$ cat src/rtl/romulus_blk_ctrl.sv
// Control sequencer for one Romulus-N block-cipher call feeding mode_top.
// Runs four phases: load beats, SKINNY double rounds, counter update, unload beats.
`timescale 1ns/1ps
module romulus_blk_ctrl #(
    parameter int NROUNDS_X2 = 28,
    parameter int NBEATS     = 4
) (
    input  logic       clk,
    input  logic       rst_n,
    input  logic       start,
    input  logic       first,
    input  logic       ad_blk,
    input  logic [7:0] domain_in,
    input  logic [3:0] decrypt_in,
    input  logic       in_valid,
    output logic       in_ready,
    output logic       out_valid,
    input  logic       out_ready,
    output logic       busy,
    output logic       done,
    output logic       srst,
    output logic       senc,
    output logic       sse,
    output logic       xrst,
    output logic       xenc,
    output logic       xse,
    output logic       yrst,
    output logic       yenc,
    output logic       yse,
    output logic       zrst,
    output logic       zenc,
    output logic       zse,
    output logic       erst,
    output logic       correct_cnt,
    output logic       tk1s,
    output logic [7:0] domain,
    output logic [3:0] decrypt,
    output logic [5:0] constant,
    output logic [5:0] constant2
);

    localparam int BW = (NBEATS > 1) ? $clog2(NBEATS) : 1;
    localparam int RW = (NROUNDS_X2 > 1) ? $clog2(NROUNDS_X2) : 1;
    localparam logic [BW-1:0] LAST_BEAT  = BW'(NBEATS - 1);
    localparam logic [RW-1:0] LAST_ROUND = RW'(NROUNDS_X2 - 1);

    typedef enum logic [2:0] {IDLE, LOAD, ROUND, CNT, UNLOAD} state_t;

    state_t        state;
    logic [BW-1:0] beat_cnt;
    logic [RW-1:0] round_cnt;
    logic [5:0]    rc;
    logic          accept;
    logic          load_beat;
    logic          unload_beat;

    // One SKINNY round-constant LFSR step; two steps are consumed per cycle.
    function automatic logic [5:0] lfsr_step(input logic [5:0] r);
        return {r[4:0], r[5] ^ r[4] ^ 1'b1};
    endfunction

    assign accept      = (state == IDLE) && start;
    assign load_beat   = (state == LOAD) && in_valid;
    assign unload_beat = (state == UNLOAD) && out_ready;

    always_ff @(posedge clk or negedge rst_n) begin
        if (!rst_n) begin
            state     <= IDLE;
            beat_cnt  <= '0;
            round_cnt <= '0;
            rc        <= 6'h01;
            tk1s      <= 1'b0;
            domain    <= 8'h00;
            decrypt   <= 4'h0;
            done      <= 1'b0;
        end else begin
            done <= 1'b0;
            case (state)
                IDLE: begin
                    if (start) begin
                        state     <= LOAD;
                        beat_cnt  <= '0;
                        round_cnt <= '0;
                        rc        <= 6'h01;
                        tk1s      <= ad_blk;
                        domain    <= domain_in;
                        decrypt   <= decrypt_in;
                    end
                end
                LOAD: begin
                    if (in_valid) begin
                        if (beat_cnt == LAST_BEAT) begin
                            beat_cnt <= '0;
                            state    <= ROUND;
                        end else begin
                            beat_cnt <= beat_cnt + 1'b1;
                        end
                    end
                end
                ROUND: begin
                    rc <= lfsr_step(lfsr_step(rc));
                    if (round_cnt == LAST_ROUND) begin
                        round_cnt <= '0;
                        state     <= CNT;
                    end else begin
                        round_cnt <= round_cnt + 1'b1;
                    end
                end
                CNT: begin
                    state <= UNLOAD;
                end
                UNLOAD: begin
                    if (out_ready) begin
                        if (beat_cnt == LAST_BEAT) begin
                            beat_cnt <= '0;
                            state    <= IDLE;
                            done     <= 1'b1;
                        end else begin
                            beat_cnt <= beat_cnt + 1'b1;
                        end
                    end
                end
                default: state <= IDLE;
            endcase
        end
    end

    assign busy      = (state != IDLE);
    assign in_ready  = (state == LOAD);
    assign out_valid = (state == UNLOAD);

    // Clears fire only while a start is being accepted; Z keeps its counter unless this is the first block.
    assign srst = accept;
    assign xrst = accept;
    assign yrst = accept;
    assign erst = accept;
    assign zrst = accept && first;

    assign sse  = load_beat || unload_beat;
    assign xse  = load_beat;
    assign yse  = load_beat;
    assign senc = (state == ROUND);
    assign xenc = (state == ROUND);
    assign yenc = (state == ROUND);
    assign zenc = (state == ROUND);
    assign zse         = (state == CNT);
    assign correct_cnt = (state == CNT);

    assign constant  = rc;
    assign constant2 = lfsr_step(rc);

endmodule

$ cat config.mk
export PLATFORM = sky130hd
export DESIGN_NAME = romulus_blk_ctrl
export DESIGN_NICKNAME = d
export VERILOG_FILES = /design/src/rtl/romulus_blk_ctrl.sv
export SDC_FILE = /design/constraint.sdc
export NUM_CORES = 1
export LEC_CHECK = 0
export ABC_AREA = 1
export CAP_MARGIN = 20
export CORE_UTILIZATION = 43
export DETAILED_ROUTE_END_ITERATION = 16
export PLACE_DENSITY = 0.82
export SYNTH_ARGS = -nofsm -noshare
export SYNTH_HDL_FRONTEND = slang
export SYNTH_SLANG_ARGS = --single-unit
$ cat constraint.sdc
create_clock -name clk -period 3 [get_ports clk]
set_clock_uncertainty 0.15 [all_clocks]
set_input_delay 0.45 -clock clk [delete_from_list [all_inputs] [get_ports clk]]
set_output_delay 0.45 -clock clk [all_outputs]
set_load 0.05 [all_outputs]
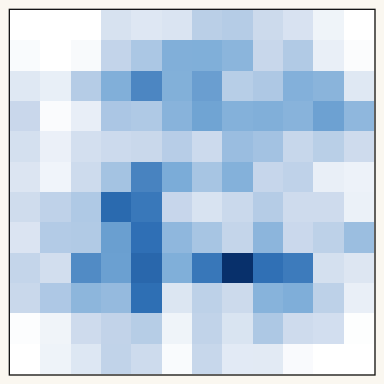
wire_density.png
(6 px per µm) 12 x 12 tiles, from white (low) to dark blue (high), scaled to the fullest tile. Values are wire area over tile area, all layers added.
The mean over all tiles is 0.14. The fullest tile reaches 0.48. 12% of the tiles are over half the peak. 7.6% of the tiles are nearly empty.

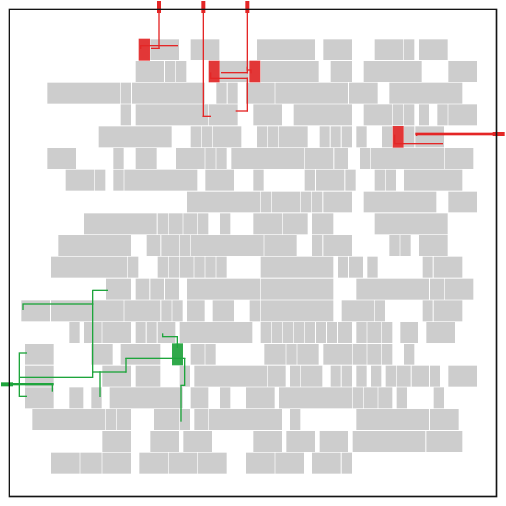
port_nets.png
(8 px per µm)
Key: red = decrypt_in [bits 4, direction input, end cells 4, buffers 4, wire 63.7 µm]; green = yenc [bits 1, direction output, end cells 1, buffers 1, wire 72.4 µm]

==> results.cfg <==
; physical design summary
[outcome]
outcome = completed

[final_timing]
slew_headroom = 0.654
setup_tns_ns = 0
period_used_share = 0.899
whs_ns = 0.336
report.final.slew_viol_count = 0
fmax_ghz = 0.371
grt_setup_unrepaired = false
period_minus_slack_ns = 2.70

[cts]
htreeDepth = 2
cts_sinks = 30
cts_setup_buffers = 0
cts_hold_buf = 0
path_clk_slew_ns = 0.09
clk_latency_ns = 0.33
cts_tree = yes
cts_resized = 0

[worst_setup_path]
critPathCaptureType = output port
cpMaxStageDelayCell = clkdlybuf4s50_1
cp_max_fo = 6
crit_chain = inv_2 -> nand3_2 -> nor2_1 -> clkdlybuf4s50_1
cpPeakStageDelay_ns = 0.83
cp.arrival_ns = 2.10
crit_family = buffers and inverters
crit_buf_inv = 2
r2r_slack_ns = 1.37
path_depth = 4
worstSetupEndpoint = yse
worstSetupStartpointType = flop

[drt]
postRouteAntennaNets = 0
drc = 0
routedWlPerCell_um = 11.7
vias = 1284
first_pass_iters = 4
met2RoutedLength_um = 1580
route.met3.wl_um = 179
routedLengthMet1_um = 1430

[floorplan]
taps = 44
fp-utilization = 0.470
fp.dieH_um = 60.7
num_io_pins = 62

[placement]
io_buffers = 61
place_ws_ns = 0.421
place_area_um2 = 2100

[synthesis]
synth_cell_type_count = 25
ff_type = dfrtp_1
most_common_cell = nand2_1
common_cells = 61 x nand2_1, 29 x dfrtp_1, 15 x inv_1
synth.top_cell.area_share = 0.489
xor_share = 0.0118
yosys_warnings = 0
async_flop_share = 1.00
aoi_share = 0.0751
synthesis.nets = 199
syn_area_um2 = 1480
ys_ff = 30

[cells_and_area]
final_layout_size_suffix_gt1_frac = 0.120
n_antenna_cell = 0
nFillCells = 262
nets = 254
regMostFlops = domain
syn2layout_area_growth_pct = 45.7
flop_area_um2 = 752
dominant_cells = registers
clock_cell_area_share = 0.0278
layout.nonclk_buf_frac = 0.313
combGateArea_um2 = 546
seq_share = 0.348
logic_gate_count = 114
layout.cells.non_filler = 278

[global_route]
grt_max_degree = 31
grt_overflow = 0

[hold_path]
holdCritPathClass = in2async
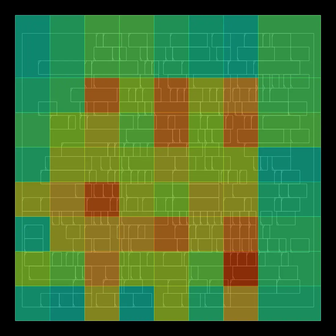
final_congestion.png
final core occ: 0.685
GR Util met1: 0.241
GR Layer Usage met3: 0.0640

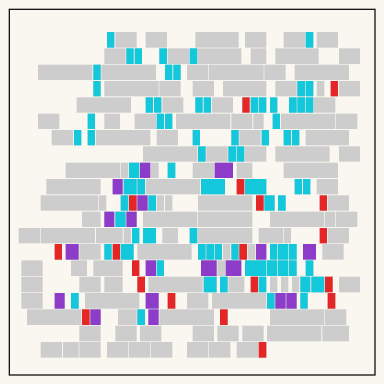
gate_families.png
(6 px per µm)
Key: purple = inverting AOI/OAI gates [cells 18, most used o21ai_1]; cyan = NAND gates [cells 76, most used nand2_1]; red = inverters [cells 19, most used inv_1]

